### config.mk
export PLATFORM = sky130hd
export DESIGN_NAME = muldiv_hilo_unit
export DESIGN_NICKNAME = d
export VERILOG_FILES = /design/src/rtl/muldiv_pkg.sv /design/src/rtl/div_iter_core.sv /design/src/rtl/muldiv_hilo_unit.sv
export SDC_FILE = /design/constraint.sdc
export NUM_CORES = 1
export LEC_CHECK = 0
export CORE_MARGIN = 3
export CORE_UTILIZATION = 60
export DETAILED_ROUTE_END_ITERATION = 10
export PLACE_DENSITY_LB_ADDON = 0.2
export SLEW_MARGIN = 40
export SYNTH_ARGS = -nofsm -noshare
export SYNTH_HDL_FRONTEND = slang
export SYNTH_SLANG_ARGS = --single-unit
### constraint.sdc
create_clock -name CLK -period 9.9 [get_ports CLK]
set_clock_uncertainty 0.1 [all_clocks]
set_input_delay 1.98 -clock CLK [delete_from_list [all_inputs] [get_ports CLK]]
set_output_delay 1.98 -clock CLK [all_outputs]
set_load 0.05 [all_outputs]
### src/rtl/muldiv_pkg.sv
// Shared definitions for the multi-cycle multiply/divide unit and its HI/LO pair.
package muldiv_pkg;

    // Operation encodings as presented on the op port; 6 and 7 are reserved.
    localparam logic [2:0] OP_MULT  = 3'd0;
    localparam logic [2:0] OP_MULTU = 3'd1;
    localparam logic [2:0] OP_DIV   = 3'd2;
    localparam logic [2:0] OP_DIVU  = 3'd3;
    localparam logic [2:0] OP_MTHI  = 3'd4;
    localparam logic [2:0] OP_MTLO  = 3'd5;

    typedef enum logic [1:0] {
        IDLE = 2'd0,
        MUL  = 2'd1,
        DIV  = 2'd2,
        FIX  = 2'd3
    } state_e;

    // Number of shift-add passes needed to consume the whole multiplier.
    function automatic int mul_iters(input int data_width, input int mul_bits);
        return data_width / mul_bits;
    endfunction

endpackage

### src/rtl/div_iter_core.sv
// One restoring-division step: shift in the next dividend bit, try to subtract
// the divisor, keep the difference only when it did not go negative.
module div_iter_core
    import muldiv_pkg::*;
#(
    parameter int DATA_WIDTH = 32
) (
    input  logic [DATA_WIDTH-1:0] rem_in,
    input  logic [DATA_WIDTH-1:0] quot_in,
    input  logic [DATA_WIDTH-1:0] divisor,
    output logic [DATA_WIDTH-1:0] rem_out,
    output logic [DATA_WIDTH-1:0] quot_out
);

    logic [DATA_WIDTH:0] shifted;
    logic [DATA_WIDTH:0] diff;
    logic                q_bit;

    // Trial subtraction; the extra top bit of diff is the borrow.
    always_comb begin
        shifted = {rem_in, quot_in[DATA_WIDTH-1]};
        diff    = shifted - {1'b0, divisor};
        if (!diff[DATA_WIDTH]) begin
            rem_out = diff[DATA_WIDTH-1:0];
            q_bit   = 1'b1;
        end else begin
            rem_out = shifted[DATA_WIDTH-1:0];
            q_bit   = 1'b0;
        end
        quot_out = {quot_in[DATA_WIDTH-2:0], q_bit};
    end

endmodule

### src/rtl/muldiv_hilo_unit.sv
// Multi-cycle multiply/divide unit owning the architectural HI/LO registers.
// Signed operations run on magnitudes and fix the signs up in a final cycle.
module muldiv_hilo_unit
    import muldiv_pkg::*;
#(
    parameter int DATA_WIDTH = 32,
    parameter int MUL_BITS   = 4
) (
    input  logic                  CLK,
    input  logic                  RST,
    input  logic                  start,
    input  logic [2:0]            op,
    input  logic [DATA_WIDTH-1:0] srcA,
    input  logic [DATA_WIDTH-1:0] srcB,
    input  logic                  cancel,
    output logic                  busy,
    output logic                  done,
    output logic                  dbz,
    output logic [DATA_WIDTH-1:0] hi_out,
    output logic [DATA_WIDTH-1:0] lo_out
);

    localparam int DW = DATA_WIDTH;
    localparam int MB = MUL_BITS;
    localparam int NM = mul_iters(DATA_WIDTH, MUL_BITS);
    localparam int CW = $clog2(DATA_WIDTH + 1);
    localparam logic [CW-1:0] MUL_LAST = CW'(NM - 1);
    localparam logic [CW-1:0] DIV_LAST = CW'(DATA_WIDTH - 1);

    state_e state, next_state;

    logic [CW-1:0]   count;
    logic [2*DW-1:0] acc;
    logic [DW-1:0]   mcand;
    logic [DW-1:0]   mplier;
    logic            neg_res;
    logic            neg_rem;
    logic            is_div;
    logic            dbz_pend;
    logic [DW-1:0]   hi_q;
    logic [DW-1:0]   lo_q;
    logic            done_q;
    logic            dbz_q;

    logic            accept;
    logic            signed_op;
    logic            a_neg;
    logic            b_neg;
    logic [DW-1:0]   a_mag;
    logic [DW-1:0]   b_mag;
    logic [DW+MB-1:0] partial;
    logic [DW+MB-1:0] upper_sum;
    logic [2*DW-1:0] mul_next;
    logic [DW-1:0]   acc_hi;
    logic [DW-1:0]   acc_lo;
    logic [DW-1:0]   rem_next;
    logic [DW-1:0]   quot_next;
    logic [2*DW-1:0] prod_fix;
    logic [DW-1:0]   q_fix;
    logic [DW-1:0]   r_fix;

    assign accept    = (state == IDLE) && start && !cancel;
    assign signed_op = (op == OP_MULT) || (op == OP_DIV);
    assign a_neg     = signed_op && srcA[DW-1];
    assign b_neg     = signed_op && srcB[DW-1];
    assign a_mag     = a_neg ? -srcA : srcA;
    assign b_mag     = b_neg ? -srcB : srcB;

    assign acc_hi = acc[2*DW-1:DW];
    assign acc_lo = acc[DW-1:0];

    // Shift-add step: add mcand times the next multiplier digit to the upper half,
    // then shift the whole accumulator right by one digit.
    assign partial   = (DW+MB)'(mcand) * (DW+MB)'(mplier[MB-1:0]);
    assign upper_sum = {{MB{1'b0}}, acc_hi} + partial;
    assign mul_next  = {upper_sum, acc[DW-1:MB]};

    div_iter_core #(.DATA_WIDTH(DW)) u_div_iter (
        .rem_in   (acc_hi),
        .quot_in  (acc_lo),
        .divisor  (mcand),
        .rem_out  (rem_next),
        .quot_out (quot_next)
    );

    assign prod_fix = neg_res ? -acc : acc;
    assign q_fix    = neg_res ? -acc_lo : acc_lo;
    assign r_fix    = neg_rem ? -acc_hi : acc_hi;

    // State register.
    always_ff @(posedge CLK or posedge RST) begin
        if (RST) state <= IDLE;
        else     state <= next_state;
    end

    // Next-state selection; cancel only aborts the iterating states.
    always_comb begin
        next_state = state;
        case (state)
            IDLE: begin
                if (accept) begin
                    if (op == OP_MULT || op == OP_MULTU)
                        next_state = MUL;
                    else if (op == OP_DIV || op == OP_DIVU)
                        next_state = (srcB == '0) ? FIX : DIV;
                end
            end
            MUL:     if (cancel) next_state = IDLE;
                     else if (count == MUL_LAST) next_state = FIX;
            DIV:     if (cancel) next_state = IDLE;
                     else if (count == DIV_LAST) next_state = FIX;
            FIX:     next_state = IDLE;
            default: next_state = IDLE;
        endcase
    end

    // Operand capture, iteration work registers and the HI/LO commit.
    always_ff @(posedge CLK or posedge RST) begin
        if (RST) begin
            count    <= '0;
            acc      <= '0;
            mcand    <= '0;
            mplier   <= '0;
            neg_res  <= 1'b0;
            neg_rem  <= 1'b0;
            is_div   <= 1'b0;
            dbz_pend <= 1'b0;
            hi_q     <= '0;
            lo_q     <= '0;
            done_q   <= 1'b0;
            dbz_q    <= 1'b0;
        end else begin
            done_q <= 1'b0;
            case (state)
                IDLE: begin
                    if (accept) begin
                        case (op)
                            OP_MTHI: begin
                                hi_q   <= srcA;
                                done_q <= 1'b1;
                                dbz_q  <= 1'b0;
                            end
                            OP_MTLO: begin
                                lo_q   <= srcA;
                                done_q <= 1'b1;
                                dbz_q  <= 1'b0;
                            end
                            OP_MULT, OP_MULTU: begin
                                acc      <= '0;
                                mcand    <= a_mag;
                                mplier   <= b_mag;
                                neg_res  <= a_neg ^ b_neg;
                                neg_rem  <= 1'b0;
                                is_div   <= 1'b0;
                                dbz_pend <= 1'b0;
                                count    <= '0;
                                dbz_q    <= 1'b0;
                            end
                            OP_DIV, OP_DIVU: begin
                                acc      <= {{DW{1'b0}}, (srcB == '0) ? srcA : a_mag};
                                mcand    <= b_mag;
                                neg_res  <= a_neg ^ b_neg;
                                neg_rem  <= a_neg;
                                is_div   <= 1'b1;
                                dbz_pend <= (srcB == '0);
                                count    <= '0;
                                dbz_q    <= 1'b0;
                            end
                            default: ;
                        endcase
                    end
                end
                MUL: begin
                    if (!cancel) begin
                        acc    <= mul_next;
                        mplier <= mplier >> MB;
                        count  <= count + CW'(1);
                    end
                end
                DIV: begin
                    if (!cancel) begin
                        acc   <= {rem_next, quot_next};
                        count <= count + CW'(1);
                    end
                end
                FIX: begin
                    done_q <= 1'b1;
                    if (dbz_pend) begin
                        hi_q  <= acc_lo;
                        lo_q  <= '1;
                        dbz_q <= 1'b1;
                    end else if (is_div) begin
                        lo_q <= q_fix;
                        hi_q <= r_fix;
                    end else begin
                        {hi_q, lo_q} <= prod_fix;
                    end
                end
                default: ;
            endcase
        end
    end

    assign busy   = (state != IDLE);
    assign done   = done_q;
    assign dbz    = dbz_q;
    assign hi_out = hi_q;
    assign lo_out = lo_q;

endmodule
**Run 1: sizing map**

Bar = 50 um.
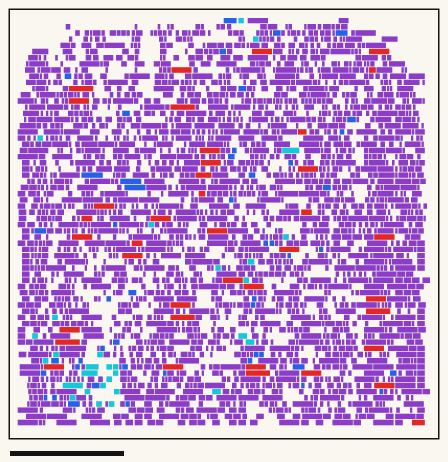
red -> drive 6 and up  # cells 39, most used clkbuf_16
blue -> drive 2  # cells 48, most used or2_2
cyan -> drive 3 to 4  # cells 30, most used buf_4
purple -> drive 1 or less  # cells 2,444, most used nand2_1

**Run 1: sequential cells coloured by netlist name**

Bar = 50 um. Other sequential cells in the stronger grey, the rest of the logic in the fainter grey.
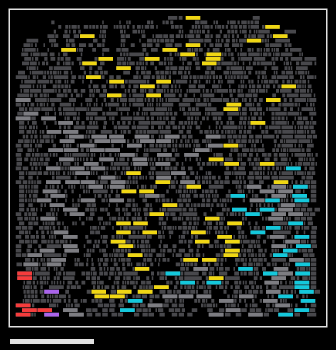
yellow -> `acc`  # placed flops 64
purple -> `state`  # placed flops 2
red -> `count`  # placed flops 6, where south-west
cyan -> `hi_out`  # placed flops 32, where south-east

==> impl_metrics.tcl, run 1 <==
# implementation run metrics
set metrics [dict create \
    critPathMostFrequentCell "fa_1" \
    final.clkbuf_count 30 \
    arrival_ns 6.32 \
    rsz0062_at_grt "false" \
    cp-endpoint "acc[61]" \
    area_growth_pct 12.1 \
    period_needed_ns 5.99 \
    signal_buffers 158 \
    reg2reg_from "mplier[2]" \
    layout_top_cell "nand2_1" \
    clock_sinks 206 \
    slew_violations 0 \
    yosysChipArea_mm2 0.0199 \
    finalWorstSetupSlack_ns 3.91 \
    io_buffers 137 \
    cts_buffers 25 \
    vias 19500 \
    ant_nets 0 \
    hold_violations 0 \
    largest_cell_class "combinational gates" \
    grt_max_degree 136 \
    setup_violations 0 \
    outcome "finished clean" \
    end_kind "flop" \
    critPathLaunch "mplier[2]" \
    grt_pass1_vias 18700 \
    final_nets 2790 \
    warnings 31 \
    finalPower_mw 7.75 \
    drt_iter0_drc 2711 \
    fmax_mhz 167 \
    r2r_cells 16 \
    ir_drop_v 0.000228 \
    numSynthFlops 206 \
    cpMaxStageDelayCell "dfrtp_2" \
    fin_util_pct 68.5 \
    core_area_mm2 0.0326 \
    drt-total-wl_um 68200 \
    cts.htree.levels 1 \
    synth_top_area_share_pct 25.9 \
    async_flop_share_pct 100 \
    fp_nets 2771 \
    clk_pin_slew_worst_paths_ns 0.06 \
    clock.latency.late_pin_ns 0.56 \
    power.density_mw_per_mm2 347 \
    sh_seq_area_pct 23.1 \
    avgSynthCellArea_um2 7.90 \
    logic_area_mm2 0.0133 \
    clkCellAreaFrac_pct 4.17 \
    crit_chain "and2_1 > fa_1 > fa_1 > inv_1 > fa_1 > inv_1 > ha_1 > a211o_1 > o21ai_0 > a211oi_1 > o21ai_0 > o31ai_1 > a311oi_1 > o31ai_1 > xor2_1 > a211o_1" \
]
**Run 1: zoomed window**

Window x 126 to 156, y 32 to 62 um. Cells in grey, sequential cells in the stronger grey; small squares are vias.
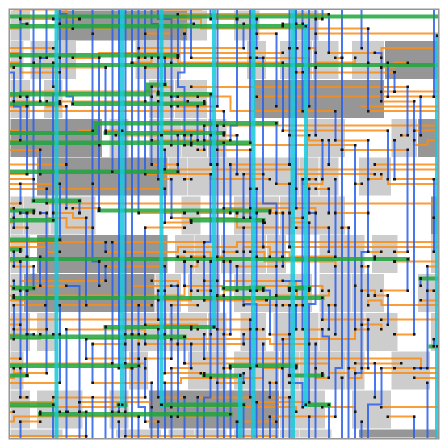
cyan -> met4
green -> met3
orange -> met1
blue -> met2
cells with their middle in the window = 76
sequential cells in the window = 7
netlist names of flops here include = `acc` (5), `hi_out` (2)
most frequent = nand2_1 (12), o21ai_0 (8)

run 1: power breakdown:
part           switching, mW  total (mW)  internal, mW
Clock                  0.406        1.05         0.647
Sequential             0.579        1.78          1.20
Combinational           3.18        4.92          1.75
run 1: cell usage after synthesis, types with 7 or more instances:
cell and n:
o21ai_0 198, and3_1 16, or4_1 7, o221ai_1 12, nand2b_1 22, dfrtp_1 206, o41ai_1 8, ha_1 85
nor2b_1 7, xor2_1 86, nor2_1 206, mux2i_1 14, nor4_1 10, o21bai_1 8, buf_4 7, a21o_1 31
nand3_1 22, a21oi_1 204, o22ai_1 83, buf_1 8, xnor2_1 123, a22o_1 30, o21a_1 8, o21ai_1 8
fa_1 92, nor3_1 35, a31oi_1 18, o211ai_1 28, or2_2 11, inv_1 219, clkbuf_1 140, nand4_1 13
nand2_1 259, a22oi_1 37, a211oi_1 11, or3_1 21, o31ai_1 30, and2_1 122
run 1: routing by layer:
| metal | share of wire, % | track usage (%) | routed length (um) | vias up |
|---|---|---|---|---|
| met5 | 0.032 | 0 | 22 | - |
| met4 | 5.4 | 16.6 | 3670 | 4 |
| met3 | 12 | 7.85 | 7960 | 233 |
| met2 | 43 | 57.4 | 29500 | 1208 |
| met1 | 40 | 53.0 | 27100 | 9341 |
| li1 | - | - | - | 8713 |
run 1: sequential cells by signal, summed over array words and instances (netlist names):
| signal | flops |
|---|---|
| neg_res | 1 |
| acc | 64 |
| is_div | 1 |
| count | 6 |
| lo_out | 32 |
| mcand | 32 |
| hi_out | 32 |
| done | 1 |
| dbz | 1 |
| neg_rem | 1 |
| state | 2 |
| mplier | 32 |
| dbz_pend | 1 |
run 1: kinds of logic after synthesis:
logic type | synth area share [%]
compound gates | 23.6
buf+inv | 7.61
flops | 25.9
xor+xnor | 9.18
simple gates | 18.4
fa+ha+maj | 14.6
mux | 0.760
**Run 1: the clock network**

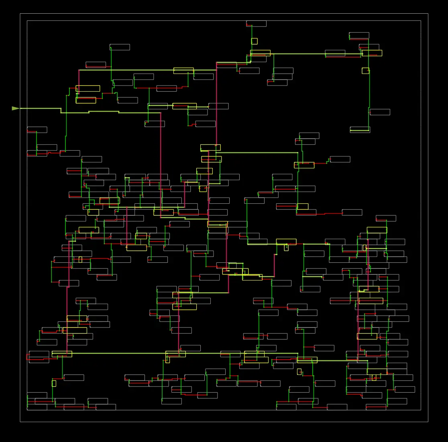

## Run 2: what changed since run 1
- CORE_UTILIZATION: 60 -> 55
- clock period: 9.9 -> 5.1 ns (I/O delays scaled with it)
**Run 2: the clock network**

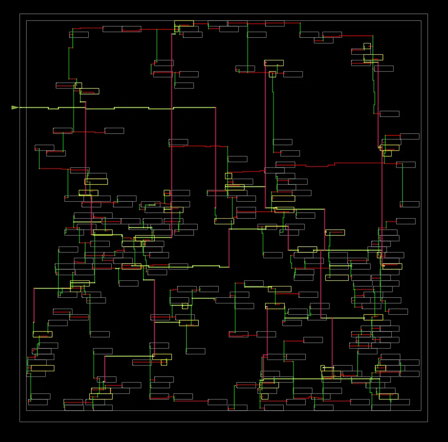
clkbuf count: 30
CTS sink cnt: 206
registers: 206
CTS Buf Count: 26

**Run 2: zoomed window**

Window x 132 to 162, y 34 to 64 um. Cells in grey, sequential cells in the stronger grey; small squares are vias.
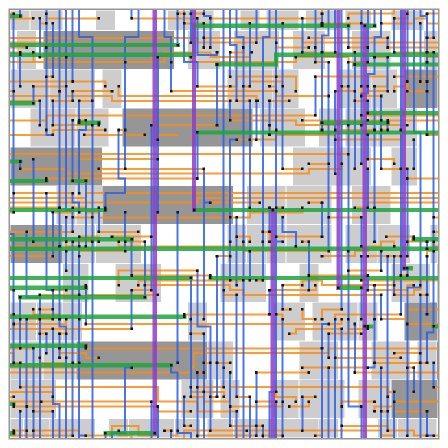
purple -> met4
green -> met3
orange -> met1
blue -> met2
cells with their middle in the window = 86
sequential cells in the window = 5
most frequent = nand2_1 (11), o22ai_1 (11), nor2_1 (10)
netlist names of flops here include = `acc` (5)

==> run 2 against run 1 <==
Net effect:
- maximum frequency grew 21%
- core utilization shrank 3.5 points
- total power grew 100%
- critical path type unchanged
==> impl_metrics.tcl, run 2 <==
# implementation run metrics
set metrics [dict create \
    setup_violations 0 \
    fin_util_pct 65.0 \
    drt-total-wl_um 71800 \
    r2r_cells 19 \
    met2_length_um 31800 \
    power.density_mw_per_mm2 674 \
    largest-register "acc" \
    fmax_mhz 202 \
    grt_max_degree 129 \
    grt_most_used_layer "met2" \
    vias 19800 \
    ir_drop_v 0.000545 \
    largest_reg_flops 64 \
    reg2reg_from "mplier[3]" \
    crit_chain "buf_4 > and2_1 > fa_1 > fa_1 > inv_1 > fa_1 > inv_1 > ha_1 > buf_4 > a21o_1 > nor2_2 > a211oi_2 > o21ai_2 > o31ai_4 > a311oi_1 > buf_4 > o31ai_2 > xor2_1 > a211o_1" \
    cpMaxStageDelayCell "fa_1" \
    cts.htree.levels 1 \
    logic_area_mm2 0.0134 \
    core_area_mm2 0.0357 \
    clock.latency.late_pin_ns 0.57 \
    pwr-share-comb_pct 65.2 \
    async_flop_share_pct 100 \
    met3RoutedLength_um 7650 \
    swShare_pct 52.9 \
    area_growth_pct 16.3 \
    top_cell "nand2_1" \
    maxUsedRoutingLayer "met4" \
    outcome "finished clean" \
    grt_use_met1_pct 50.4 \
    wl_met1_um 28600 \
    period_needed_ns 4.96 \
    final_nets 2874 \
    slew_violations 0 \
    top_cells_by_count "259 x nand2_1, 219 x inv_1, 206 x dfrtp_1, 206 x nor2_1, 204 x a21oi_1" \
    avgSynthCellArea_um2 7.90 \
    layout_top_cell "nand2_1" \
    power.net_switching_mw 8.26 \
    finalPower_mw 15.6 \
    clk_pin_slew_worst_paths_ns 0.07 \
    warnings 31 \
    ant_nets 0 \
    finalWorstSetupSlack_ns 0.140 \
]
**Run 2: clock wires, drivers and flops**

Bar = 50 um.
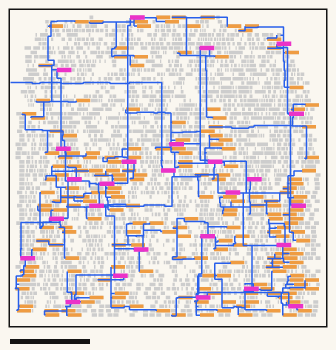
blue -> clock wires  # length 3,400 um
magenta -> cells driving clock nets  # count 26
orange -> flip-flops  # count 206
flops lie = widely spread
routed clock nets = 27

[run 2: cell counts after synthesis]
Identical to the previous run, type by type.
[run 2: worst reg2reg max path, delay by kind of cell (launching register included)]
kind            cells  cell delay [ns]
fa+ha+maj           4             1.87
compound gates      7             1.32
buf+inv             5             0.61
flops               1             0.48
simple gates        2             0.31
xor+xnor            1             0.16
[run 2: what timing repair did]
item	CTS	global route
resized	8	23
pin swaps	0	10
setup buffers	2	4
hold buffers	0	0
cloned	0	0
endpoints found under the setup margin	15	16
[run 2: cells by family (layout without fill, tap and decap cells)]
group / Yosys count / in the layout / synth area share [%]
mux: 15 / 15 / 0.760
xor+xnor: 209 / 209 / 9.18
fa+ha+maj: 177 / 177 / 14.6
flops: 206 / 206 / 25.9
simple gates: 773 / 773 / 18.4
compound gates: 758 / 758 / 23.6
buf+inv: 385 / 508 / 7.61
[run 2: worst max path at each step]
stage | start | endpoint | slack (ns)
after floorplan | mplier[3] | acc[61] | 0.21
after global placement | mplier[2] | acc[61] | -0.40
after detailed placement | mplier[2] | acc[61] | -0.45
after CTS | mplier[3] | acc[58] | 0.02
after global routing | mplier[2] | acc[61] | -0.03
final | mplier[3] | acc[61] | 0.14
[run 2: cell type report]
type | instances | share of cell area, %
clock buffers | 30 | 3.05
clock inverters | 18 | 1.18
inverters | 219 | 3.56
multi-input cells | 1932 | 57.9
flip-flops and latches | 206 | 22.3
well taps | 461 | 2.49
repair buffers | 241 | 9.50
[run 2: power by group through the flow]
stage / registers [mW] / clock network (mW) / logic (mW)
floorplan: 3.64 / 0 / 6.23
global placement: 3.26 / 0 / 9.68
detailed placement: 3.29 / 0 / 9.83
CTS: 3.25 / 2.15 / 9.91
global route: 3.37 / 2.22 / 11.0
finish: 3.29 / 2.15 / 10.2
Power is estimated from default activity; no workload was simulated.
